### Layout detail, run 1

Region (46, 22) to (76, 52) microns. Cells in gray, sequential cells in the stronger gray; small squares are vias.
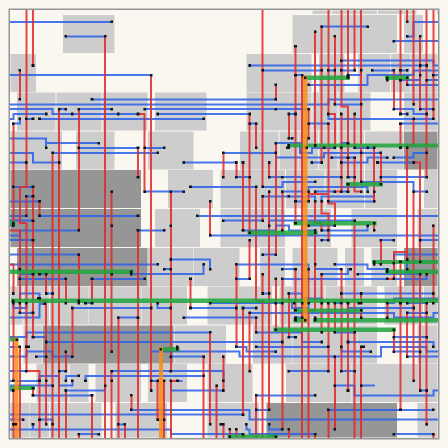
### Wire density map, run 1

Scale: 3 px per micron. The die is cut into 24 by 24 equal tiles; white is low, dark blue is high, scaled to the fullest tile. Values are wire area over tile area, all layers added.
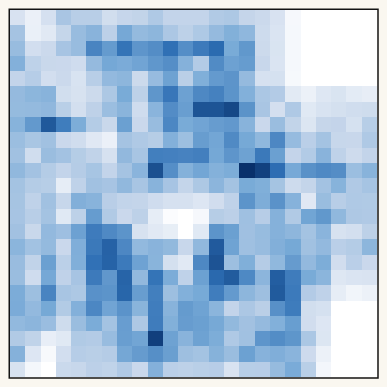
### The metal 4 layer, run 1

Scale: 4 px per micron. Supply wires on this layer in gray.
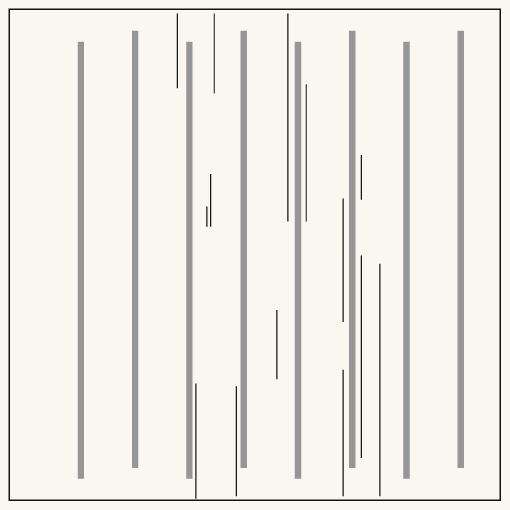
### Congestion heat map, run 1

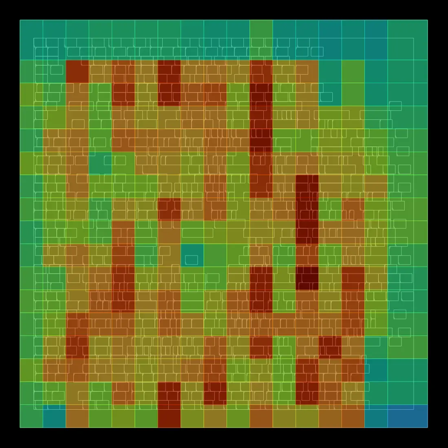
--- src/rtl/addsub_pkg.sv ---
`default_nettype none
// ============================================================================
// Module      : addsub_pkg
// Description : Shared types and helpers for the add/subtract arbiter slice:
//               opcode values, result-slot state encoding and the round-robin
//               grant search.
// Revision    : 1.0 - initial release
// ============================================================================
package addsub_pkg;

  localparam logic ADDSUB_OP_ADD = 1'b0;
  localparam logic ADDSUB_OP_SUB = 1'b1;

  // Widest requester vector the grant search handles
  localparam int RR_MAX = 16;

  typedef enum logic [0:0] {
    ST_EMPTY = 1'b0,
    ST_FULL  = 1'b1
  } slot_state_t;

  // One-hot grant for the first valid requester at or above ptr, wrapping at nreq
  function automatic logic [RR_MAX-1:0] rr_pick(input logic [RR_MAX-1:0] valid,
                                                input logic [3:0]        ptr,
                                                input int                nreq);
    logic [RR_MAX-1:0] r_pick;
    logic              found;
    int                idx;
    r_pick = '0;
    found  = 1'b0;
    for (int k = 0; k < RR_MAX; k++) begin
      idx = int'(ptr) + k;
      if (idx >= nreq) idx = idx - nreq;
      if (!found && (k < nreq) && valid[idx[3:0]]) begin
        r_pick[idx[3:0]] = 1'b1;
        found            = 1'b1;
      end
    end
    return r_pick;
  endfunction

endpackage
`default_nettype wire

--- src/rtl/addsub_share_arb_rr_arbiter.sv ---
`default_nettype none
// ============================================================================
// Module      : rr_arbiter
// Description : Round-robin arbiter. Owns the priority pointer, which moves to
//               one past the grantee whenever advance is asserted.
// Revision    : 1.0 - initial release
// ============================================================================
module rr_arbiter
  import addsub_pkg::*;
#(
  parameter int NREQ = 4
) (
  input  logic                    clk,
  input  logic                    rst_n,
  input  logic [NREQ-1:0]         req_valid,
  input  logic                    advance,
  output logic [NREQ-1:0]         grant_onehot,
  output logic [$clog2(NREQ)-1:0] grant_idx
);

  localparam int PW = $clog2(NREQ);

  logic [PW-1:0]     r_ptr;
  logic [RR_MAX-1:0] w_valid_ext;
  logic [3:0]        w_ptr_ext;
  logic [RR_MAX-1:0] w_pick;

  // Grant search and one-hot to index encode
  always_comb begin
    w_valid_ext             = '0;
    w_valid_ext[NREQ-1:0]   = req_valid;
    w_ptr_ext               = '0;
    w_ptr_ext[PW-1:0]       = r_ptr;
    w_pick                  = rr_pick(w_valid_ext, w_ptr_ext, NREQ);
    grant_onehot            = w_pick[NREQ-1:0];
    grant_idx               = '0;
    for (int i = 0; i < RR_MAX; i++) begin
      if (w_pick[i]) grant_idx = grant_idx | PW'(i);
    end
  end

  // Pointer moves past the grantee on each accepted operation
  always_ff @(posedge clk or negedge rst_n) begin
    if (!rst_n) begin
      r_ptr <= '0;
    end else if (advance) begin
      r_ptr <= (grant_idx == PW'(NREQ-1)) ? '0 : grant_idx + PW'(1);
    end
  end

endmodule
`default_nettype wire

--- src/rtl/cla_adder.sv ---
`default_nettype none
// ============================================================================
// Module      : cla_adder
// Description : N-bit carry-lookahead adder built from 4-bit lookahead groups
//               chained group to group. N must be a multiple of 4.
// Revision    : 1.0 - initial release
// ============================================================================
module cla_adder #(
  parameter int N = 32
) (
  input  logic [N-1:0] a,
  input  logic [N-1:0] b,
  input  logic         cin,
  output logic [N-1:0] s,
  output logic         cout
);

  localparam int NGRP = N / 4;

  logic [NGRP:0] w_c;

  assign w_c[0] = cin;
  assign cout   = w_c[NGRP];

  generate
    for (genvar gi = 0; gi < NGRP; gi++) begin : g_grp
      logic [3:0] w_p;
      logic [3:0] w_g;
      logic [3:0] w_ci;

      assign w_p = a[4*gi +: 4] ^ b[4*gi +: 4];
      assign w_g = a[4*gi +: 4] & b[4*gi +: 4];

      // All in-group carries are formed directly from the group carry-in
      assign w_ci[0] = w_c[gi];
      assign w_ci[1] = w_g[0] | (w_p[0] & w_ci[0]);
      assign w_ci[2] = w_g[1] | (w_p[1] & w_g[0]) | (w_p[1] & w_p[0] & w_ci[0]);
      assign w_ci[3] = w_g[2] | (w_p[2] & w_g[1]) | (w_p[2] & w_p[1] & w_g[0])
                     | (w_p[2] & w_p[1] & w_p[0] & w_ci[0]);
      assign w_c[gi+1] = w_g[3] | (w_p[3] & w_g[2]) | (w_p[3] & w_p[2] & w_g[1])
                       | (w_p[3] & w_p[2] & w_p[1] & w_g[0])
                       | (w_p[3] & w_p[2] & w_p[1] & w_p[0] & w_ci[0]);

      assign s[4*gi +: 4] = w_p ^ w_ci;
    end
  endgenerate

endmodule
`default_nettype wire

--- src/rtl/addsub_share_arb.sv ---
`default_nettype none
// ============================================================================
// Module      : addsub_share_arb
// Description : One shared add/subtract datapath serving NREQ requesters via
//               round-robin arbitration and a one-entry registered result slot.
//               Optional macro ADDSUB_SHARE_ARB_OVF_EN adds the resp_ovf
//               signed-overflow output.
// Revision    : 1.0 - initial release
// ============================================================================
module addsub_share_arb
  import addsub_pkg::*;
#(
  parameter int N    = 32,
  parameter int NREQ = 4
) (
  input  logic                    clk,
  input  logic                    rst_n,
  input  logic [NREQ-1:0]         req_valid,
  output logic [NREQ-1:0]         req_ready,
  input  logic [NREQ-1:0]         req_sub,
  input  logic [NREQ*N-1:0]       req_a,
  input  logic [NREQ*N-1:0]       req_b,
  output logic                    resp_valid,
  input  logic                    resp_ready,
  output logic [$clog2(NREQ)-1:0] resp_id,
  output logic [N-1:0]            resp_s,
  output logic                    resp_cout
`ifdef ADDSUB_SHARE_ARB_OVF_EN
  ,
  output logic                    resp_ovf
`endif
);

  localparam int IW = $clog2(NREQ);

  slot_state_t     r_state;
  logic [IW-1:0]   r_id;
  logic [N-1:0]    r_s;
  logic            r_cout;
  logic            w_slot_free;
  logic            w_accept;
  logic [NREQ-1:0] w_grant;
  logic [IW-1:0]   w_gidx;
  logic [N-1:0]    w_a;
  logic [N-1:0]    w_b;
  logic [N-1:0]    w_b_eff;
  logic            w_sub;
  logic [N-1:0]    w_sum;
  logic            w_cout;

  rr_arbiter #(.NREQ(NREQ)) u_arb (
    .clk          (clk),
    .rst_n        (rst_n),
    .req_valid    (req_valid),
    .advance      (w_accept),
    .grant_onehot (w_grant),
    .grant_idx    (w_gidx)
  );

  // Handshake and AND-OR operand mux driven by the one-hot grant
  always_comb begin
    w_slot_free = (r_state == ST_EMPTY) | resp_ready;
    req_ready   = w_grant & {NREQ{w_slot_free}};
    w_accept    = |(req_valid & req_ready);
    w_a         = '0;
    w_b         = '0;
    w_sub       = 1'b0;
    for (int i = 0; i < NREQ; i++) begin
      if (w_grant[i]) begin
        w_a   = w_a | req_a[i*N +: N];
        w_b   = w_b | req_b[i*N +: N];
        w_sub = w_sub | (req_sub[i] == ADDSUB_OP_SUB);
      end
    end
    w_b_eff = w_sub ? ~w_b : w_b;
  end

  // Subtract is a + ~b + 1, so the carry-in is the subtract flag itself
  cla_adder #(.N(N)) u_add (
    .a    (w_a),
    .b    (w_b_eff),
    .cin  (w_sub),
    .s    (w_sum),
    .cout (w_cout)
  );

`ifdef ADDSUB_SHARE_ARB_OVF_EN
  logic r_ovf;
  logic w_ovf;
  assign w_ovf    = (w_a[N-1] == w_b_eff[N-1]) && (w_sum[N-1] != w_a[N-1]);
  assign resp_ovf = r_ovf;
`endif

  // Result slot state machine; the slot loads on every accept, including drain+accept
  always_ff @(posedge clk or negedge rst_n) begin
    if (!rst_n) begin
      r_state <= ST_EMPTY;
      r_id    <= '0;
      r_s     <= '0;
      r_cout  <= 1'b0;
`ifdef ADDSUB_SHARE_ARB_OVF_EN
      r_ovf   <= 1'b0;
`endif
    end else begin
      if (w_accept) begin
        r_state <= ST_FULL;
        r_id    <= w_gidx;
        r_s     <= w_sum;
        r_cout  <= w_cout;
`ifdef ADDSUB_SHARE_ARB_OVF_EN
        r_ovf   <= w_ovf;
`endif
      end else if ((r_state == ST_FULL) && resp_ready) begin
        r_state <= ST_EMPTY;
      end
    end
  end

  assign resp_valid = (r_state == ST_FULL);
  assign resp_id    = r_id;
  assign resp_s     = r_s;
  assign resp_cout  = r_cout;

endmodule
`default_nettype wire

--- config.mk ---
export PLATFORM = sky130hd
export DESIGN_NAME = addsub_share_arb
export DESIGN_NICKNAME = d
export VERILOG_FILES = /design/src/rtl/addsub_pkg.sv /design/src/rtl/addsub_share_arb_rr_arbiter.sv /design/src/rtl/cla_adder.sv /design/src/rtl/addsub_share_arb.sv
export SDC_FILE = /design/constraint.sdc
export NUM_CORES = 1
export LEC_CHECK = 0
export ABC_AREA = 0
export CAP_MARGIN = 20
export CORE_MARGIN = 4
export CORE_UTILIZATION = 38
export DETAILED_ROUTE_END_ITERATION = 16
export HOLD_SLACK_MARGIN = 0.15
export PLACE_DENSITY = 0.91
export RECOVER_POWER = 25
export SLEW_MARGIN = 10
export SYNTH_ARGS = -nofsm -noshare
export SYNTH_HDL_FRONTEND = slang
export SYNTH_SLANG_ARGS = --single-unit
--- constraint.sdc ---
create_clock -name clk -period 6.52 [get_ports clk]
set_input_delay 1.304 -clock clk [delete_from_list [all_inputs] [get_ports clk]]
set_output_delay 1.304 -clock clk [all_outputs]
set_load 0.005 [all_outputs]
==> results.yml, run 1 <==
# implementation run metrics
status:
  status: "finished, violations left"
  violations: "max-capacitance violations, max-slew violations"
finish:
  clk_share_pct: 1.56
  nClkBuffers: 5
  stdcell_count: 1056
  combGateArea_sq_mm: 0.00382
  antenna_cells_inserted: 0
  buffers: 349
  utilization_pct: 68.2
  nFillCells: 1077
  area_growth_syn_to_layout_pct: 74.4
  seqCellArea_sq_um: 951
  seq_cells: 38
  num-nonclk-inverters: 28
  layout.nonclk_buf_share_pct: 39.7
  final_cell_area_sq_mm: 0.00867
  layout_top_cells: "clkdlybuf4s50_1, a22o_1, nand2_1, ha_1"
  drive_above_1_share_pct: 9.62
clocking:
  worstSkewPairLatency_ps: 280
  clockBufferDepth: 2
  cts-root-buf: "clkbuf_16"
  cts_tree: "built"
  cts_resized: 0
floorplan:
  fp_util_pct: 39.1
  io_pins: 307
  die-height_microns: 122
  dieArea_sq_mm: 0.0150
  tap_cells: 172
  row_count: 41
yosys:
  mappedNetlistArea_sq_mm: 0.00497
  async_flop_share_pct: 100
  netlist.area_leader.share_pct: 19.1
  synth_cells: 569
  ys_seq_share_pct: 19.1
  top_cells_by_count: "a22o_1, nand2_1, ha_1"
  syn_nets: 882
  yosysUniqueCellTypes: 62
  numSynthFlops: 38
  yosysCellCount: 569
  yosysMostFrequentCell: "a22o_1"
  yosys_warnings: 0
  syn_avg_cell_area_sq_um: 8.74
worst_setup_path:
  critPathKind: "primary input to flip-flop"
  worst-r2r-setup-slack_ps: 630
  crit_family: "AND-OR/OR-AND gates"
  cp-end-kind: "flip-flop"
  worst-path-stages: 21
  path_cells: "clkdlybuf4s50_1 > buf_4 > mux4_2 > nor4b_2 > a22o_1 > or2_2 > buf_4 > a221oi_1 > xnor2_1 > ha_1 > inv_1 > o21bai_1 > a21oi_2 > a21oi_1 > o211ai_1 > nand2b_1 > a21oi_1 > or2_2 > fa_1 > xor2_1 > o21ai_0"
  endpoint: "resp_s[29]$_DFFE_PN0P_"
  slowest_stage: "clkdlybuf4s50_1"
  arrival_ps: 6510
  r2r-start: "u_arb.r_ptr[1]$_DFFE_PN0P_"
  reg2reg_to: "resp_s[29]$_DFFE_PN0P_"
  cpPeakStageDelay_ps: 520
global_route:
  antenna_found_initial: 0
  gr-total-overflow: 0
  use_met1_pct: 35.3
  grt_first_pass_wirelength_microns: 31800
  busiest_layer: "met2"
  grt_pass1_vias: 5995
  grt_max_degree: 47
job:
  tool_warnings: 32
  maxCapViolCount: 1
sta:
  whs_ps: 480
  tns_ps: 0
  slew_violations: 39
  worst_slack_ps: 216
  timing.slew.headroom_pct: -39.3
  timing.final.crit_share_pct: 96.7
  worst_pin_slew_ps: 2090
  finalHoldViolations: 0
detailed_routing:
  met2_length_microns: 10800
  vias: 6008
  routed_wl_microns: 21500
  drtPass1Iterations: 5
  wl_met1_microns: 8600
hold_path:
  hold_end: "resp_s[8]$_DFFE_PN0P_"
  hp-start: "resp_s[8]$_DFFE_PN0P_"
placement:
  dp.cells: 1047
  place_area_sq_mm: 0.00844
  pre_cts_ws_ps: -137
  gp_congestion: 0.992
-- 'Layout detail' (at the start) --
Key: red = met2; orange = met4; blue = met1; green = met3
Netlist names of flops here include `resp_id` (2), `u_arb.r_ptr` (2). Most frequent: xnor2_1 (8), ha_1 (8), inv_1 (7). Sequential cells in the window: 5. 76 logic cells have their middle in the window.

-- 'Wire density map' (at the start) --
The fullest tile reaches 0.64. 7.6% of the tiles are nearly empty. 24% of the tiles are over half the peak. The mean over all tiles is 0.23. The emptiest ninth of the die: top right.

-- 'The metal 4 layer' (at the start) --
13 nets have wire on it. The wires run mostly vertical. The layer holds 1.8% of the routed length. The longest straight run is 57.8 microns.

-- 'Congestion heat map' (at the start) --
global-route usage over all layers: 27.1%
met3 Use GR: 4.15%

-- run 1: cell families (layout without fill, tap and decap cells) --
| family | Yosys count | after routing | share of synthesized area, % |
|---|---|---|---|
| DFF | 38 | 38 | 19.1 |
| xor gates and xnor gates | 50 | 50 | 8.81 |
| adders and majority gates | 46 | 46 | 12.6 |
| and+or+nand+nor | 116 | 116 | 11.7 |
| AOI/OAI and AO/OA | 239 | 239 | 38.9 |
| muxes | 10 | 11 | 2.84 |
| buffers and inverters | 70 | 384 | 5.91 |
-- run 1: sequential cells by signal, summed over array words and instances, names as in the netlist --
name,flops
resp_cout,1
resp_id,2
resp_s,32
u_arb.r_ptr,2
resp_valid,1
-- run 1: worst min-delay path: stages (launching register included) --
cell and delay [ps]:
dfrtp_1 340, nand2_1 50, o21ai_0 60
## Run 2: what changed since run 1
CAP_MARGIN = default   (was 20)
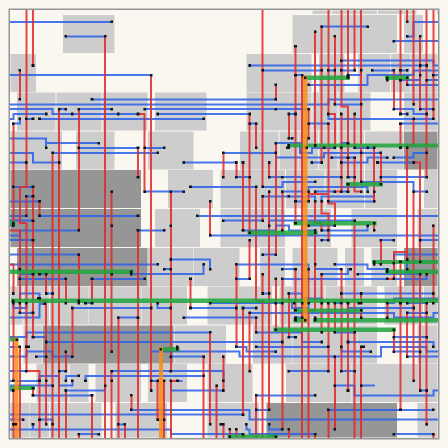
*Layout detail, run 2*
Region (46, 22) to (76, 52) microns. Cells in gray, sequential cells in the stronger gray; small squares are vias.
Key: green = met3; red = met2; blue = met1; orange = met4
Most frequent: xnor2_1 (8), ha_1 (8), inv_1 (7). Sequential cells in the window: 5. 76 logic cells have their middle in the window. Netlist names of flops here include `resp_id` (2), `u_arb.r_ptr` (2).

==> results.yml, run 2 <==
# implementation run metrics
finish:
  nets: 1197
  nFillCells: 1077
  drive_above_1_share_pct: 9.62
  largest_reg_flops: 32
  nClkBuffers: 5
  final_cell_area_sq_mm: 0.00867
  antenna_cells_inserted: 0
  combGateArea_sq_mm: 0.00382
  layout.nonclk_buf_share_pct: 39.7
  clk_share_pct: 1.56
  buffers: 349
  num-nonclk-inverters: 28
  seqCellArea_sq_um: 951
  utilization_pct: 68.2
  comb_share_pct: 44.1
  stdcell_count: 1056
  layout_top_cells: "clkdlybuf4s50_1, a22o_1, nand2_1, ha_1"
  area_growth_syn_to_layout_pct: 74.4
  comb_cells: 462
  seq_cells: 38
yosys:
  xor_share_pct: 8.81
  netlist.area_leader.share_pct: 19.1
  aoi_share_pct: 38.9
  simple_gate_area_share_pct: 11.7
  yosysMostFrequentCell: "a22o_1"
  synth_cells: 569
  ys_seq_share_pct: 19.1
  synthMuxAreaShare_pct: 2.84
  top_cells_by_count: "a22o_1, nand2_1, ha_1"
  adder_share_pct: 12.6
  numSynthFlops: 38
  synthTopLogicFamily: "AND-OR/OR-AND gates"
  async_flop_share_pct: 100
  mappedNetlistArea_sq_mm: 0.00497
  syn_avg_cell_area_sq_um: 8.74
  yosysChipArea_sq_mm: 0.00497
  syn_nets: 882
  yosys_warnings: 0
  synth.largest_area_cell: "dfrtp_1"
  yosysUniqueCellTypes: 62
  ff_type: "dfrtp_1"
  yosysCellCount: 569
hold_path:
  hp-start: "resp_s[8]$_DFFE_PN0P_"
  hold_end: "resp_s[8]$_DFFE_PN0P_"
global_route:
  grt_max_degree: 47
  grt_first_pass_wirelength_microns: 31800
  grtUsageMet2_pct: 47.8
  met3_usage_pct: 4.15
  grt_pass1_vias: 5995
  busiest_layer: "met2"
  gr-total-overflow: 0
  antenna_found_initial: 0
  use_met1_pct: 35.3
  grtUsageTotal_pct: 27.1
worst_setup_path:
  reg2reg_to: "resp_s[29]$_DFFE_PN0P_"
  path_cells: "clkdlybuf4s50_1 > buf_4 > mux4_2 > nor4b_2 > a22o_1 > or2_2 > buf_4 > a221oi_1 > xnor2_1 > ha_1 > inv_1 > o21bai_1 > a21oi_2 > a21oi_1 > o211ai_1 > nand2b_1 > a21oi_1 > or2_2 > fa_1 > xor2_1 > o21ai_0"
  cp_max_fo: 13
  worst-path-stages: 21
  cpPeakStageDelay_ps: 520
  critPathRequiredTime_ps: 6720
  arrival_ps: 6510
  worst-r2r-setup-slack_ps: 630
  cp-end-kind: "flip-flop"
  slowest_stage: "clkdlybuf4s50_1"
  r2r-start: "u_arb.r_ptr[1]$_DFFE_PN0P_"
  crit_buf_inv: 4
  critPathKind: "primary input to flip-flop"
  crit_family: "AND-OR/OR-AND gates"
placement:
  gp_congestion: 0.992
  pre_cts_ws_ps: -137
  place_area_sq_mm: 0.00844
  dp.cells: 1047
  portBuffers: 306
  hpwl_microns: 17900
detailed_routing:
  met2_length_microns: 10800
  drtPass1Iterations: 5
  detail-route-antenna-nets: 0
  drt-initial-drc-count: 452
  vias: 6008
  wl_met1_microns: 8600
  route.met3.wl_microns: 1730
  top_layer: "met4"
  routed_wl_microns: 21500
job:
  maxCapViolCount: 1
  tool_warnings: 32
sta:
  slew_violations: 39
  tns_ps: 0
  timing.final.crit_share_pct: 96.7
  finalHoldViolations: 0
  whs_ps: 480
  timing.slew.headroom_pct: -39.3
  worst_slack_ps: 216
  worst_pin_slew_ps: 2090
floorplan:
  fp_util_pct: 39.1
  io_pins: 307
  die-height_microns: 122
  tap_cells: 172
  dieArea_sq_mm: 0.0150
  row_count: 41
clocking:
  worstSkewPairLatency_ps: 280
  cts-root-buf: "clkbuf_16"
  cts_tree: "built"
  cts.sinks: 38
  clockBufferDepth: 2
status:
  status: "finished, violations left"
  violations: "max-capacitance violations, max-slew violations"
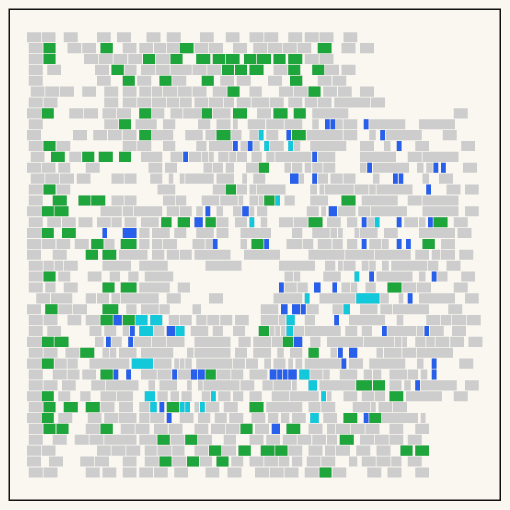
*Gate families picked out, run 2*
Scale: 4 px per micron.
Key: cyan = NOR gates [cells 27]; green = AND-OR and OR-AND gates [cells 111, where widely spread]; blue = NAND gates [cells 69]

==> run 2: cell counts after synthesis <==
No cell type changed its count.
==> run 2: worst max path at each step <==
stage | end | slack (ps) | from
2_1_floorplan | resp_s[24]$_DFFE_PN0P_ | 440 | req_valid[3]
3_3_place_gp | resp_s[24]$_DFFE_PN0P_ | -20 | req_valid[2]
3_5_place_dp | resp_s[24]$_DFFE_PN0P_ | -140 | req_valid[2]
4_1_cts | resp_s[24]$_DFFE_PN0P_ | 150 | req_valid[2]
5_1_grt | resp_s[24]$_DFFE_PN0P_ | -70 | req_valid[3]
6_report | resp_s[29]$_DFFE_PN0P_ | 220 | req_valid[3]
==> run 2: what timing repair did <==
item	4_1_cts	5_1_grt
setup endpoints to repair	0	7
gates resized	0	15
buffers inserted	0	1
### Congestion heat map, run 2

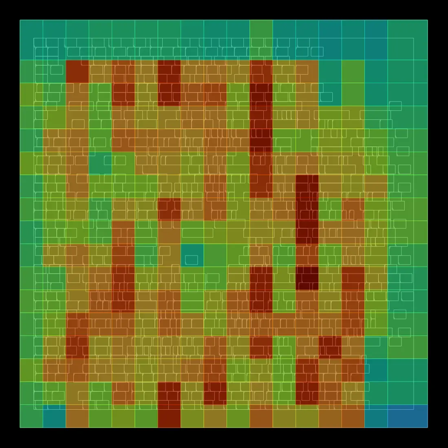

## Run 3: what changed since run 2
GPL_TIMING_DRIVEN = 0   (was default)
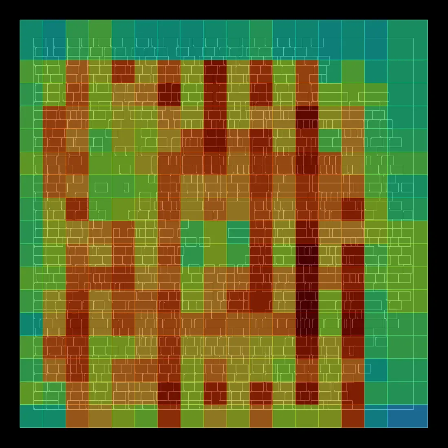
*Congestion heat map, run 3*
global-route usage over all layers: 30.1%
final design utilization: 68.5%
GRT Max-Usage Layer: met2

==> results.yml, run 3 <==
# implementation run metrics
worst_setup_path:
  cpPeakStageDelay_ps: 580
  path_cells: "dlygate4sd2_1 > mux4_2 > o31a_1 > a221o_1 > buf_4 > buf_2 > buf_4 > a22o_1 > a221o_1 > ha_4 > nand2_1 > o21bai_1 > a21boi_0 > o21a_1 > o21ai_1 > a31oi_4 > o21bai_2 > a21oi_2 > o21a_1 > nor2_2 > fa_1 > xor2_1 > o21ai_0"
  critPathKind: "primary input to flip-flop"
  cp_max_fo: 10
  cp-end-kind: "flip-flop"
  arrival_ps: 6520
  crit_family: "AND-OR/OR-AND gates"
  crit_buf_inv: 4
  critPathRequiredTime_ps: 6670
  slowest_stage: "mux4_2"
yosys:
  async_flop_share_pct: 100
  xor_share_pct: 8.81
  synth_cells: 569
  yosysCellCount: 569
  yosysMostFrequentCell: "a22o_1"
  syn_nets: 882
  yosys_warnings: 0
  syn_avg_cell_area_sq_um: 8.74
  aoi_share_pct: 38.9
  ys_seq_share_pct: 19.1
  adder_share_pct: 12.6
  netlist.area_leader.share_pct: 19.1
  top_cells_by_count: "a22o_1, nand2_1, ha_1"
  mappedNetlistArea_sq_mm: 0.00497
  yosysChipArea_sq_mm: 0.00497
  synthMuxAreaShare_pct: 2.84
  ff_type: "dfrtp_1"
  numSynthFlops: 38
  simple_gate_area_share_pct: 11.7
  yosysUniqueCellTypes: 62
  synthTopLogicFamily: "AND-OR/OR-AND gates"
placement:
  dp.cells: 1047
  gp_congestion: 0.942
  place_area_sq_mm: 0.00825
  portBuffers: 306
  hpwl_microns: 19500
sta:
  whs_ps: 481
  worst_slack_ps: 151
  slew_violations: 39
  timing.final.crit_share_pct: 97.7
  timing.slew.headroom_pct: -34.6
  finalHoldViolations: 0
  worst_pin_slew_ps: 2020
  tns_ps: 0
finish:
  combGateArea_sq_mm: 0.00387
  layout.nonclk_buf_share_pct: 38.7
  buffers: 357
  comb_share_pct: 44.5
  seq_cells: 38
  final_cell_area_sq_mm: 0.00871
  nets: 1204
  clk_share_pct: 2.28
  nFillCells: 1038
  seqCellArea_sq_um: 951
  layout_top_cells: "clkdlybuf4s50_1, a22o_1, nand2_1, dfrtp_1, ha_1"
  stdcell_count: 1064
  antenna_cells_inserted: 0
  layout_top_cell: "clkdlybuf4s50_1"
  comb_cells: 461
  nClkBuffers: 6
  largest_reg_flops: 32
  num-nonclk-inverters: 28
  drive_above_1_share_pct: 11.0
  area_growth_syn_to_layout_pct: 75.1
detailed_routing:
  routed_wl_microns: 23500
  drtPass1Iterations: 5
  met2_length_microns: 11300
  drt-initial-drc-count: 476
  detail-route-antenna-nets: 0
  top_layer: "met4"
  vias: 6198
  wl_met1_microns: 8970
status:
  status: "finished, violations left"
  violations: "max-capacitance violations, max-slew violations"
floorplan:
  row_count: 41
  io_pins: 307
  tap_cells: 172
  fp_util_pct: 39.1
  die-height_microns: 122
  dieArea_sq_mm: 0.0150
job:
  tool_warnings: 32
  maxCapViolCount: 1
clocking:
  clockBufferDepth: 2
  worstSkewPairLatency_ps: 280
  cts_setup_buffers: 4
  cts.sinks: 38
  numCtsBuffers: 5
  cts_tree: "built"
  cts_resized: 27
  cts-root-buf: "clkbuf_16"
global_route:
  use_met1_pct: 37.7
  antenna_found_initial: 0
  grtUsageMet2_pct: 50.1
  met3_usage_pct: 7.33
  grt_max_degree: 39
  gr-total-overflow: 0
  grt_pass1_vias: 6368
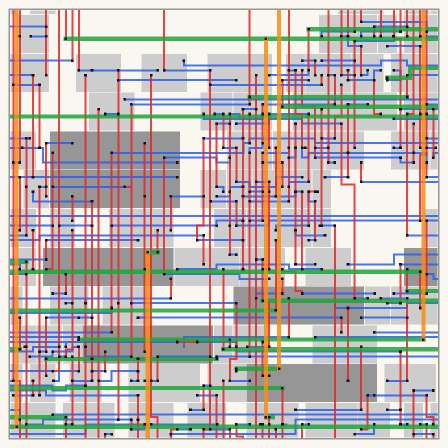
*Layout detail, run 3*
Region (46, 22) to (76, 52) microns. Cells in gray, sequential cells in the stronger gray; small squares are vias.
Key: blue = met1; orange = met4; green = met3; red = met2
Netlist names of flops here include `resp_id` (2), `u_arb.r_ptr` (2). 67 logic cells have their middle in the window. Sequential cells in the window: 6. Most frequent: ha_1 (7), xnor2_1 (6), dfrtp_1 (6).

==> run 3: path summary, 6_finish.rpt <==
path / slack (ps) / to / start / cells past startpoint
setup / recovery: 150 / resp_s[25]$_DFFE_PN0P_ / req_valid[3] / 23
hold / removal: 480 / resp_s[21]$_DFFE_PN0P_ / resp_s[21]$_DFFE_PN0P_ / 2
setup reg to reg: 320 / resp_s[25]$_DFFE_PN0P_ / u_arb.r_ptr[0]$_DFFE_PN0P_ / 26
hold reg to reg: 480 / resp_s[21]$_DFFE_PN0P_ / resp_s[21]$_DFFE_PN0P_ / 2
max in group asynchronous: 3770 / resp_s[9]$_DFFE_PN0P_ / rst_n / 1
min in group asynchronous: 1590 / resp_s[30]$_DFFE_PN0P_ / rst_n / 1
